==> images/flops_by_reg.png <==
Other sequential cells in the stronger gray, the rest of the logic in the fainter gray.
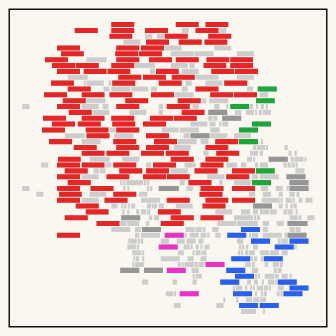
==> images/metal_density.png <==
The die is cut into 29 by 29 equal tiles; black is low, pale yellow is high, scaled to the fullest tile. Values are wire area over tile area, all layers added.
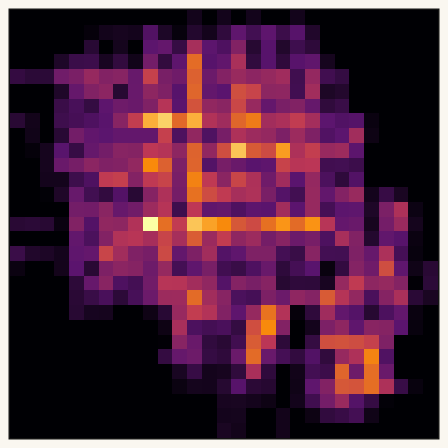
==> images/io_fan.png <==
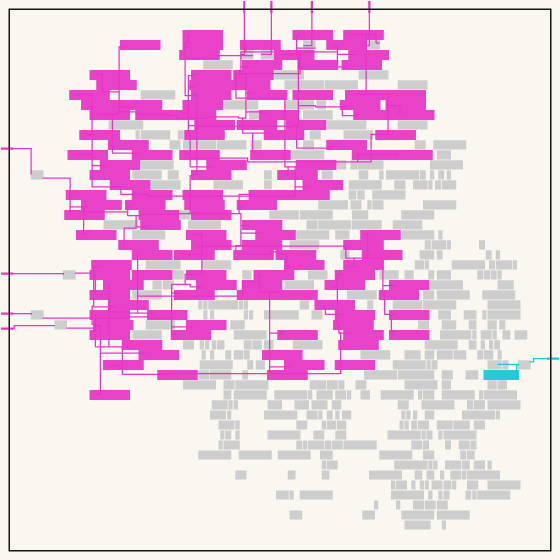
==> images/placement.png <==
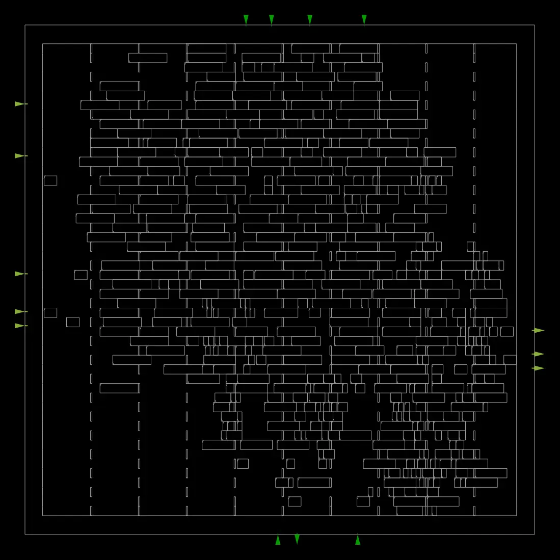
==> config.mk <==
export PLATFORM = sky130hd
export DESIGN_NAME = rs232_tx
export DESIGN_NICKNAME = d
export VERILOG_FILES = /design/src/rtl/rs232_tx.sv
export SDC_FILE = /design/constraint.sdc
export NUM_CORES = 1
export LEC_CHECK = 0
export CAP_MARGIN = 20
export CORE_MARGIN = 5
export CORE_UTILIZATION = 39
export DETAILED_ROUTE_END_ITERATION = 16
export HOLD_SLACK_MARGIN = 0.05
export SYNTH_ARGS = -nofsm -noshare
export SYNTH_HDL_FRONTEND = slang
export SYNTH_SLANG_ARGS = --single-unit
==> constraint.sdc <==
create_clock -name clock -period 3.8 [get_ports clock]
set_input_delay 0.38 -clock clock [delete_from_list [all_inputs] [get_ports clock]]
set_output_delay 0.38 -clock clock [all_outputs]
set_load 0.005 [all_outputs]
==> src/rtl/rs232_tx.sv <==
`default_nettype none
// ============================================================================
// Module   : rs232_tx
// Purpose  : Buffered 8N1 serial transmitter. Bytes pushed on din/wr are
//            queued in a 2^logDepth-deep FIFO and shifted out LSB-first on
//            TxD, bitTime clocks per bit, back-to-back with no idle gap.
// Options  : Define RS232_TX_PARITY_EN to insert an even-parity bit between
//            the last data bit and the stop bit (11-bit frames).
// Revision : 1.0 - initial release
// ============================================================================
module rs232_tx #(
    parameter int bitTime  = 868,
    parameter int logDepth = 4
) (
    input  logic       clock,
    input  logic       reset,
    input  logic [7:0] din,
    input  logic       wr,
    output logic       full,
    output logic       empty,
    output logic       busy,
    output logic       TxD
);

    localparam int          c_DEPTH    = 1 << logDepth;
    localparam logic [15:0] c_BIT_LAST = 16'(bitTime - 1);

    localparam logic [2:0] c_IDLE   = 3'd0;
    localparam logic [2:0] c_START  = 3'd1;
    localparam logic [2:0] c_DATA   = 3'd2;
`ifdef RS232_TX_PARITY_EN
    localparam logic [2:0] c_PARITY = 3'd3;
`endif
    localparam logic [2:0] c_STOP   = 3'd4;

    // ------------------------------------------------------------------
    // FIFO storage and bookkeeping
    // ------------------------------------------------------------------
    logic [7:0]          r_mem [c_DEPTH];
    logic [logDepth-1:0] r_wr_ptr;
    logic [logDepth-1:0] r_rd_ptr;
    logic [logDepth:0]   r_count;

    logic                w_push;
    logic                w_pop;
    logic [7:0]          w_head;

    // ------------------------------------------------------------------
    // Serializer state
    // ------------------------------------------------------------------
    logic [2:0]  r_state;
    logic [7:0]  r_sr;
    logic [2:0]  r_bit_cnt;
    logic [15:0] r_clk_cnt;
    logic        r_txd;

    logic [2:0]  w_state_nxt;
    logic [7:0]  w_sr_nxt;
    logic [2:0]  w_bit_nxt;
    logic [15:0] w_clk_nxt;
    logic        w_txd_nxt;
    logic        w_bit_end;

`ifdef RS232_TX_PARITY_EN
    logic        r_par;
`endif

    // Status flags are plain decodes of the registered occupancy count.
    assign full   = (r_count == {1'b1, {logDepth{1'b0}}});
    assign empty  = (r_count == '0);
    assign busy   = (r_state != c_IDLE);
    assign TxD    = r_txd;

    // A write seen while full is dropped, even if a pop shares the edge.
    assign w_push    = wr & ~full;
    assign w_head    = r_mem[r_rd_ptr];
    assign w_bit_end = (r_clk_cnt == c_BIT_LAST);

    // FIFO data array; contents need no reset because count gates reads.
    always_ff @(posedge clock) begin
        if (w_push) begin
            r_mem[r_wr_ptr] <= din;
        end
    end

    // FIFO pointers and occupancy count.
    always_ff @(posedge clock or posedge reset) begin
        if (reset) begin
            r_wr_ptr <= '0;
            r_rd_ptr <= '0;
            r_count  <= '0;
        end else begin
            if (w_push) begin
                r_wr_ptr <= r_wr_ptr + 1'b1;
            end
            if (w_pop) begin
                r_rd_ptr <= r_rd_ptr + 1'b1;
            end
            case ({w_push, w_pop})
                2'b10:   r_count <= r_count + 1'b1;
                2'b01:   r_count <= r_count - 1'b1;
                default: r_count <= r_count;
            endcase
        end
    end

    // Serializer register bank; TxD comes straight from r_txd.
    always_ff @(posedge clock or posedge reset) begin
        if (reset) begin
            r_state   <= c_IDLE;
            r_sr      <= '0;
            r_bit_cnt <= '0;
            r_clk_cnt <= '0;
            r_txd     <= 1'b1;
        end else begin
            r_state   <= w_state_nxt;
            r_sr      <= w_sr_nxt;
            r_bit_cnt <= w_bit_nxt;
            r_clk_cnt <= w_clk_nxt;
            r_txd     <= w_txd_nxt;
        end
    end

`ifdef RS232_TX_PARITY_EN
    // Even parity of the byte is captured when it leaves the FIFO.
    always_ff @(posedge clock or posedge reset) begin
        if (reset) begin
            r_par <= 1'b0;
        end else if (w_pop) begin
            r_par <= ^w_head;
        end
    end
`endif

    // Next-state logic: bit boundaries fall where the clock counter wraps.
    always_comb begin
        w_state_nxt = r_state;
        w_sr_nxt    = r_sr;
        w_bit_nxt   = r_bit_cnt;
        w_clk_nxt   = r_clk_cnt;
        w_txd_nxt   = r_txd;
        w_pop       = 1'b0;

        if (r_state != c_IDLE) begin
            w_clk_nxt = w_bit_end ? 16'd0 : r_clk_cnt + 16'd1;
        end

        case (r_state)
            c_IDLE: begin
                w_txd_nxt = 1'b1;
                w_clk_nxt = 16'd0;
                if (!empty) begin
                    w_pop       = 1'b1;
                    w_sr_nxt    = w_head;
                    w_state_nxt = c_START;
                    w_txd_nxt   = 1'b0;
                end
            end

            c_START: begin
                if (w_bit_end) begin
                    w_state_nxt = c_DATA;
                    w_txd_nxt   = r_sr[0];
                    w_bit_nxt   = 3'd0;
                end
            end

            c_DATA: begin
                if (w_bit_end) begin
                    if (r_bit_cnt == 3'd7) begin
`ifdef RS232_TX_PARITY_EN
                        w_state_nxt = c_PARITY;
                        w_txd_nxt   = r_par;
`else
                        w_state_nxt = c_STOP;
                        w_txd_nxt   = 1'b1;
`endif
                    end else begin
                        w_sr_nxt  = {1'b0, r_sr[7:1]};
                        w_txd_nxt = r_sr[1];
                        w_bit_nxt = r_bit_cnt + 3'd1;
                    end
                end
            end

`ifdef RS232_TX_PARITY_EN
            c_PARITY: begin
                if (w_bit_end) begin
                    w_state_nxt = c_STOP;
                    w_txd_nxt   = 1'b1;
                end
            end
`endif

            c_STOP: begin
                if (w_bit_end) begin
                    // Chain straight into the next start bit when data waits.
                    if (!empty) begin
                        w_pop       = 1'b1;
                        w_sr_nxt    = w_head;
                        w_state_nxt = c_START;
                        w_txd_nxt   = 1'b0;
                    end else begin
                        w_state_nxt = c_IDLE;
                        w_txd_nxt   = 1'b1;
                    end
                end
            end

            default: begin
                w_state_nxt = c_IDLE;
                w_txd_nxt   = 1'b1;
                w_clk_nxt   = 16'd0;
            end
        endcase
    end

endmodule
`default_nettype wire
==> flow_summary.ini <==
; yosys + openroad results
[clocking]
cts-htree-levels = 4
root_buffer = clkbuf_16
cts_tree = built
clk_latency_ns = 0.42
cts_resized = 0
cts-root-to-sink-buffers = 2

[final_layout]
layout_top_cell = edfxtp_1
fin_area_um2 = 8300
diodes = 0
final_cell_mix = edfxtp_1 (128), dfrtp_1 (42), nor2_1 (39)

[sta]
fmax_mhz = 310
setup_tns_ns = 0
finalSetupViolations = 0
finalClockSkew_ns = 0.0109
fin_crit_sh_pct = 85.0
hold_viol = 0
hold-worst-slack_ns = 0.132

[placement]
dp_cells = 679

[routing]
drtIter0Drc = 371
wl_per_cell_um = 18.9
finalWirelength_um = 13500
vias = 3751
avgViaCountPerCell = 5.28
dr.pass1.iters = 4

[synthesis]
ys_warn_count = 0
synthMuxAreaShare_pct = 12.0
netlist_area_um2 = 7300
xor_area_share_pct = 3.12
ys_seq_elements = 172
top_logic_kind = multiplexers
ys_seq_share_pct = 67.7
fp_nets = 464
ys_types = 57
postSynthAreaPerCell_um2 = 16.6
async_reset_ff_share_pct = 25.6
synthFlopType = edfxtp_1

[global_routing]
grt_max_degree = 45
antenna_found_initial = 0
grt_use_total_pct = 13.2

[pwr]
powerDensity_nw_per_um2 = 695
static-leakage-power_nw = 2.93

[setup_path]
cpMostUsedCell = ha_1
endpoint_kind = flop
crit_buf_inv = 0
slowest_delay_ns = 0.43
critPathKind = flop to flop
path_depth = 12

[run_status]
run_status = finished clean

[floorplan]
core_um2 = 18600
-- flops_by_reg.png (at the start) --
| color | name in the netlist | placed flops |
|---|---|---|
| blue | `r_clk_cnt` | 16 |
| green | `r_sr` | 8 |
| magenta | `r_count` | 5 |
| red | `r_mem` | 128 |

-- metal_density.png (at the start) --
densest ninth of the die: middle
nearly empty tiles: 35%
emptiest ninth of the die: bottom left
fullest tile: 0.49

-- io_fan.png (at the start) --
| color | port | direction | end cells | buffers | wire |
|---|---|---|---|---|---|
| cyan | `TxD` | output | 1 | 1 | 15.1 µm |
| magenta | `din` | input | 128 | 8 | 1490 µm |

-- placement.png (at the start) --
final core utilization: 44.7%
number of well taps: 234
register share of the cell area: 59.6%

-- synth_stat cells (all sizes together), types with 10 or more instances --
cell type,count,area (µm²)
nor2,39,146
xor2,13,114
mux4,33,762
o21ai,12,60.1
inv,10,37.5
dfrtp,43,1080
edfxtp,128,3840
xnor2,13,114
ha,12,150
buf,14,110
nand3,12,60.1
nand2,23,86.3
-- routing by layer --
layer	vias to the layer above	wire (µm)	global-route usage (%)
li1	1740	-	-
met2	82	6920	21.8
met4	0	64	3.81
met3	6	730	3.33
met1	1923	5740	17.4
met5	-	0	0
-- through the flow --
step	util, %	total power [W]	setup slack [ns]
after global placement	41.4	0.00407	0.732
after global routing	44.7	0.00608	0.295
after CTS	44.6	0.00584	0.554
final	44.7	0.00577	0.571
after detailed placement	41.4	0.00410	0.612
after floorplan	-	0.00371	0.577
-- state kept, by name, summed over array words and instances, names as in the netlist --
signal,count
r_count,5
r_rd_ptr,4
r_sr,8
TxD,1
r_wr_ptr,4
r_clk_cnt,16
r_bit_cnt,3
r_mem,128
r_state,3
-- cell families after synthesis --
logic type | count (synthesis)
flops | 172
buf+inv | 33
xor+xnor | 26
fa+ha+maj | 12
simple gates | 106
compound gates | 49
mux | 43
-- where the power goes --
group	internal, W	switching, W	total (W)
logic	0.000755	0.000707	0.00146
registers	0.00232	0.000266	0.00259
clock network	0.000986	0.000738	0.00172
total	0.00406	0.00171	0.00577
-- worst paths after layout --
| check | from | slack, ns | to |
|---|---|---|---|
| setup / recovery | r_clk_cnt[0] | 0.57 | r_count[4] |
| max in group asynchronous | reset | 3.19 | TxD |
| hold reg to reg | r_clk_cnt[0] | 0.50 | r_clk_cnt[0] |
| min in group clock | r_clk_cnt[0] | 0.50 | r_clk_cnt[0] |
| setup reg to reg | r_clk_cnt[0] | 0.57 | r_count[4] |
| hold / removal | reset | 0.13 | r_clk_cnt[8] |
-- final cells by class --
cell class                 instances  area (µm²)  share of cell area (%)
timing repair buffer              28         258                    3.10
tap                              234         293                    3.53
inverter                          10        37.5                   0.452
sequential                       172        4950                    59.6
clock buffer                      18         429                    5.17
multi-input combinational        236        2180                    26.2
clock inverter                    13         160                    1.93
Power figures rest on the tool's default switching activity, not on a simulated workload.
